## src/rtl/i_cache_if.sv

```systemverilog
// Fetch-side and fill-side buses of the instruction cache, bundled for the cache (slave)
// and for whatever drives the CPU fetch and backs physical memory (master).
interface i_cache_if;
  logic [15:0]  mem_address;
  logic         mem_read;
  logic [15:0]  mem_rdata;
  logic         mem_resp;
  logic [15:0]  pmem_address;
  logic         pmem_read;
  logic [127:0] pmem_rdata;
  logic         pmem_resp;

  modport slave (
    input  mem_address, mem_read, pmem_rdata, pmem_resp,
    output mem_rdata, mem_resp, pmem_address, pmem_read
  );

  modport master (
    output mem_address, mem_read, pmem_rdata, pmem_resp,
    input  mem_rdata, mem_resp, pmem_address, pmem_read
  );
endinterface

```

## src/rtl/i_cache.sv

```systemverilog
// Read-only 2-way set-associative instruction cache; hit responds 1 cycle after the fetch is sampled,
// a miss fills a 128-bit line (pmem_read held until pmem_resp) and then re-looks-up as a hit.
module i_cache #(
  parameter int NUM_SETS = 8
) (
  input logic      clk,
  input logic      reset,
  i_cache_if.slave bus
);
  localparam int IDX_W = $clog2(NUM_SETS);
  localparam int TAG_W = 12 - IDX_W;

  typedef enum logic {IDLE, FILL} state_t;

  state_t             state_q, state_d;
  logic               mem_resp_q, mem_resp_d;
  logic [15:0]        mem_rdata_q, mem_rdata_d;
  logic               pmem_read_q, pmem_read_d;
  logic [15:0]        pmem_address_q, pmem_address_d;
  logic [1:0]         valid_q [NUM_SETS];
  logic [1:0]         valid_d [NUM_SETS];
  logic [TAG_W-1:0]   tag_q   [2][NUM_SETS];
  logic [TAG_W-1:0]   tag_d   [2][NUM_SETS];
  logic [127:0]       line_q  [2][NUM_SETS];
  logic [127:0]       line_d  [2][NUM_SETS];
  logic [NUM_SETS-1:0] lru_q, lru_d;

  logic [IDX_W-1:0] req_idx;
  logic [TAG_W-1:0] req_tag;
  logic [2:0]       req_word;
  logic             hit0, hit1, hit_way;
  logic [IDX_W-1:0] fill_idx;
  logic [TAG_W-1:0] fill_tag;
  logic             victim;
  logic             unused_addr_bit;

  assign req_idx         = bus.mem_address[3+IDX_W:4];
  assign req_tag         = bus.mem_address[15:4+IDX_W];
  assign req_word        = bus.mem_address[3:1];
  assign unused_addr_bit = bus.mem_address[0];

  assign hit0    = valid_q[req_idx][0] && (tag_q[0][req_idx] == req_tag);
  assign hit1    = valid_q[req_idx][1] && (tag_q[1][req_idx] == req_tag);
  assign hit_way = hit1;

  // Fill target comes from the latched address so PC changes during FILL cannot redirect it.
  assign fill_idx = pmem_address_q[3+IDX_W:4];
  assign fill_tag = pmem_address_q[15:4+IDX_W];
  assign victim   = !valid_q[fill_idx][0] ? 1'b0 :
                    !valid_q[fill_idx][1] ? 1'b1 : lru_q[fill_idx];

  always_comb begin
    state_d        = state_q;
    mem_resp_d     = 1'b0;
    mem_rdata_d    = mem_rdata_q;
    pmem_read_d    = pmem_read_q;
    pmem_address_d = pmem_address_q;
    valid_d        = valid_q;
    tag_d          = tag_q;
    line_d         = line_q;
    lru_d          = lru_q;
    case (state_q)
      IDLE: begin
        // Skipping lookup while mem_resp is high keeps responses from going back-to-back.
        if (bus.mem_read && !mem_resp_q) begin
          if (hit0 || hit1) begin
            mem_resp_d       = 1'b1;
            mem_rdata_d      = line_q[hit_way][req_idx][{req_word, 4'b0} +: 16];
            lru_d[req_idx]   = ~hit_way;
          end else begin
            pmem_address_d = {req_tag, req_idx, 4'b0};
            pmem_read_d    = 1'b1;
            state_d        = FILL;
          end
        end
      end
      FILL: begin
        if (bus.pmem_resp) begin
          valid_d[fill_idx][victim] = 1'b1;
          tag_d[victim][fill_idx]   = fill_tag;
          line_d[victim][fill_idx]  = bus.pmem_rdata;
          lru_d[fill_idx]           = ~victim;
          pmem_read_d               = 1'b0;
          state_d                   = IDLE;
        end
      end
      default: state_d = IDLE;
    endcase
  end

  always_ff @(posedge clk or posedge reset) begin
    if (reset) begin
      state_q        <= IDLE;
      mem_resp_q     <= 1'b0;
      mem_rdata_q    <= '0;
      pmem_read_q    <= 1'b0;
      pmem_address_q <= '0;
      lru_q          <= '0;
      for (int s = 0; s < NUM_SETS; s++) begin
        valid_q[s] <= '0;
        for (int w = 0; w < 2; w++) begin
          tag_q[w][s]  <= '0;
          line_q[w][s] <= '0;
        end
      end
    end else begin
      state_q        <= state_d;
      mem_resp_q     <= mem_resp_d;
      mem_rdata_q    <= mem_rdata_d;
      pmem_read_q    <= pmem_read_d;
      pmem_address_q <= pmem_address_d;
      lru_q          <= lru_d;
      valid_q        <= valid_d;
      tag_q          <= tag_d;
      line_q         <= line_d;
    end
  end

  assign bus.mem_resp     = mem_resp_q;
  assign bus.mem_rdata    = mem_rdata_q;
  assign bus.pmem_read    = pmem_read_q;
  assign bus.pmem_address = pmem_address_q;
endmodule

```

## src/flat_wrapper.sv

```systemverilog
// flat-port wrapper written by rule: the top's interface ports become plain ports
module i_cache_flat 
#(
  parameter int NUM_SETS = 8
)
  (clk, reset, bus_mem_address, bus_mem_read, bus_pmem_rdata, bus_pmem_resp, bus_mem_rdata, bus_mem_resp, bus_pmem_address, bus_pmem_read);
  i_cache_if bus_i ();
  input logic clk;
  input logic reset;
  input wire logic [$bits(bus_i.mem_address)-1:0] bus_mem_address;
  input wire logic [$bits(bus_i.mem_read)-1:0] bus_mem_read;
  input wire logic [$bits(bus_i.pmem_rdata)-1:0] bus_pmem_rdata;
  input wire logic [$bits(bus_i.pmem_resp)-1:0] bus_pmem_resp;
  output wire logic [$bits(bus_i.mem_rdata)-1:0] bus_mem_rdata;
  output wire logic [$bits(bus_i.mem_resp)-1:0] bus_mem_resp;
  output wire logic [$bits(bus_i.pmem_address)-1:0] bus_pmem_address;
  output wire logic [$bits(bus_i.pmem_read)-1:0] bus_pmem_read;
  assign bus_i.mem_address = bus_mem_address;
  assign bus_i.mem_read = bus_mem_read;
  assign bus_i.pmem_rdata = bus_pmem_rdata;
  assign bus_i.pmem_resp = bus_pmem_resp;
  assign bus_mem_rdata = bus_i.mem_rdata;
  assign bus_mem_resp = bus_i.mem_resp;
  assign bus_pmem_address = bus_i.pmem_address;
  assign bus_pmem_read = bus_i.pmem_read;
  i_cache #(.NUM_SETS(NUM_SETS)) u_core (.clk(clk), .reset(reset), .bus(bus_i));
endmodule
```

## config.mk

```make
export PLATFORM = sky130hd
export DESIGN_NAME = i_cache_flat
export DESIGN_NICKNAME = d
export VERILOG_FILES = /design/src/rtl/i_cache_if.sv /design/src/rtl/i_cache.sv /design/src/flat_wrapper.sv
export SDC_FILE = /design/constraint.sdc
export NUM_CORES = 2
export LEC_CHECK = 0
export CORE_MARGIN = 4
export CORE_UTILIZATION = 60
export DETAILED_ROUTE_END_ITERATION = 6
export GPL_TIMING_DRIVEN = 0
export PLACE_DENSITY = 0.77
export SLEW_MARGIN = 20
export SYNTH_ARGS = -nofsm -noshare
export SYNTH_HDL_FRONTEND = slang
export SYNTH_SLANG_ARGS = --single-unit
```

## constraint.sdc

```tcl
create_clock -name clk -period 91.4 [get_ports clk]
set_input_delay 13.71 -clock clk [delete_from_list [all_inputs] [get_ports clk]]
set_output_delay 13.71 -clock clk [all_outputs]
set_load 0.02 [all_outputs]
```

==> results.cfg <==
; yosys + openroad results
[outcome]
outcome = finished with violations
failed_checks = design-rule violations

[power]
seq_cell_power_w = 0.00159
ir_worst_vdd_mv = 0.0235
clock_power_share_pct = 27.8
combPwrFrac_pct = 25.2

[clock_network]
clock_tree.root_cell = sky130_fd_sc_hd__clkbuf_16
cts.repair_timing.setup_buffer_count = 0
cts_hold_buf = 0
deepest_clock_path_buffer_count = 3

[finish]
multiInputCombCellCount = 3798
signal_buffers = 901
utilization_pct = 69.6
buf_share_pct = 6.42
fillers = 11303
seq_cells = 2247
antennaDiodeCount = 76
inverters = 10

[worst_setup_path]
critical_path.endpoint = u_core.bus.mem_rdata[1]
crit_slowest_cell = sky130_fd_sc_hd__nor4_1
cp_data_arrival_time_ps = 20200
worst-r2r-setup-slack_ps = 84970

[final_timing]
finalSetupViolations = 0
final-max-slew-violation-count = 0

[place]
gpl.final_weighted_congestion = 1.05
post-place-cells = 9159

[grt]
global_route.overflow_total = 0
grt.met2_usage_pct = 65.1
grt_max_degree = 112
grt_busiest_layer = met2
grt_first_pass_wirelength_mm = 581

[hold_path]
timing.hold.worst.class = register to register
hold_start = u_core.bus.pmem_read
min_to = u_core.bus.pmem_read

[routing]
detailedRoute.firstPassIterationCount = 6
met1Wirelength_mm = 146
ant_nets = 0
route.final.wire_length_mm = 434
detail_route.drc_violations = 3
highest-signal-layer = met5

[job]
max_cap_viol_count = 0

[synth]
synthTopCellsByCount = sky130_fd_sc_hd__dfrtp_1, sky130_fd_sc_hd__mux2_2, sky130_fd_sc_hd__clkbuf_1
synth_seq_share_pct = 55.3

[floorplanning]
fp.coreArea_mm2 = 0.168
n_taps = 2204
die_boundary_height_um = 420
io_pins = 182
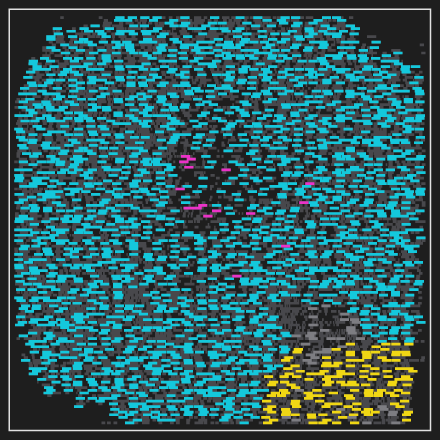
(images/flops_by_reg.png)
(1 px per µm) Other sequential cells in the stronger gray, the rest of the logic in the fainter gray.
[u_core.tag_q] yellow | sequential cells: 144 | where: bottom right
[u_core.bus.mem_rdata] magenta | sequential cells: 16 | where: middle
[u_core.line_q] cyan | sequential cells: 2048 | where: widely spread
not colored: 39

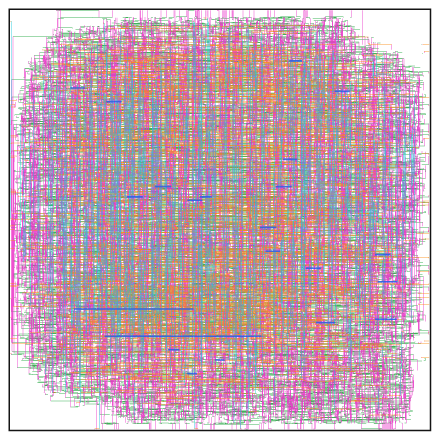
(images/wires.png)
(1 px per µm)
[metal 5] blue | wire length: 543 µm
[metal 4] cyan | wire length: 43.5 mm
[metal 1] green | wire length: 146 mm
[metal 2] magenta | wire length: 173 mm
[metal 3] orange | wire length: 69.8 mm

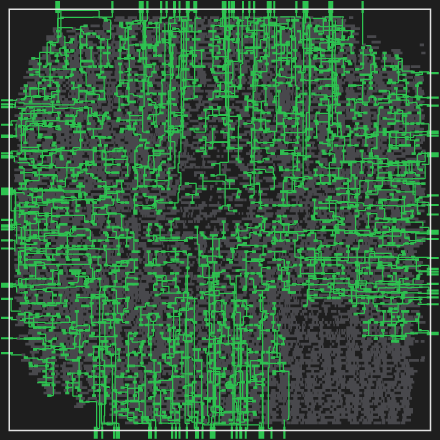
(images/io_fan.png)
(1 px per µm)
[bus_pmem_rdata] green | direction: input | end cells: 2048 | wire: 29.8 mm

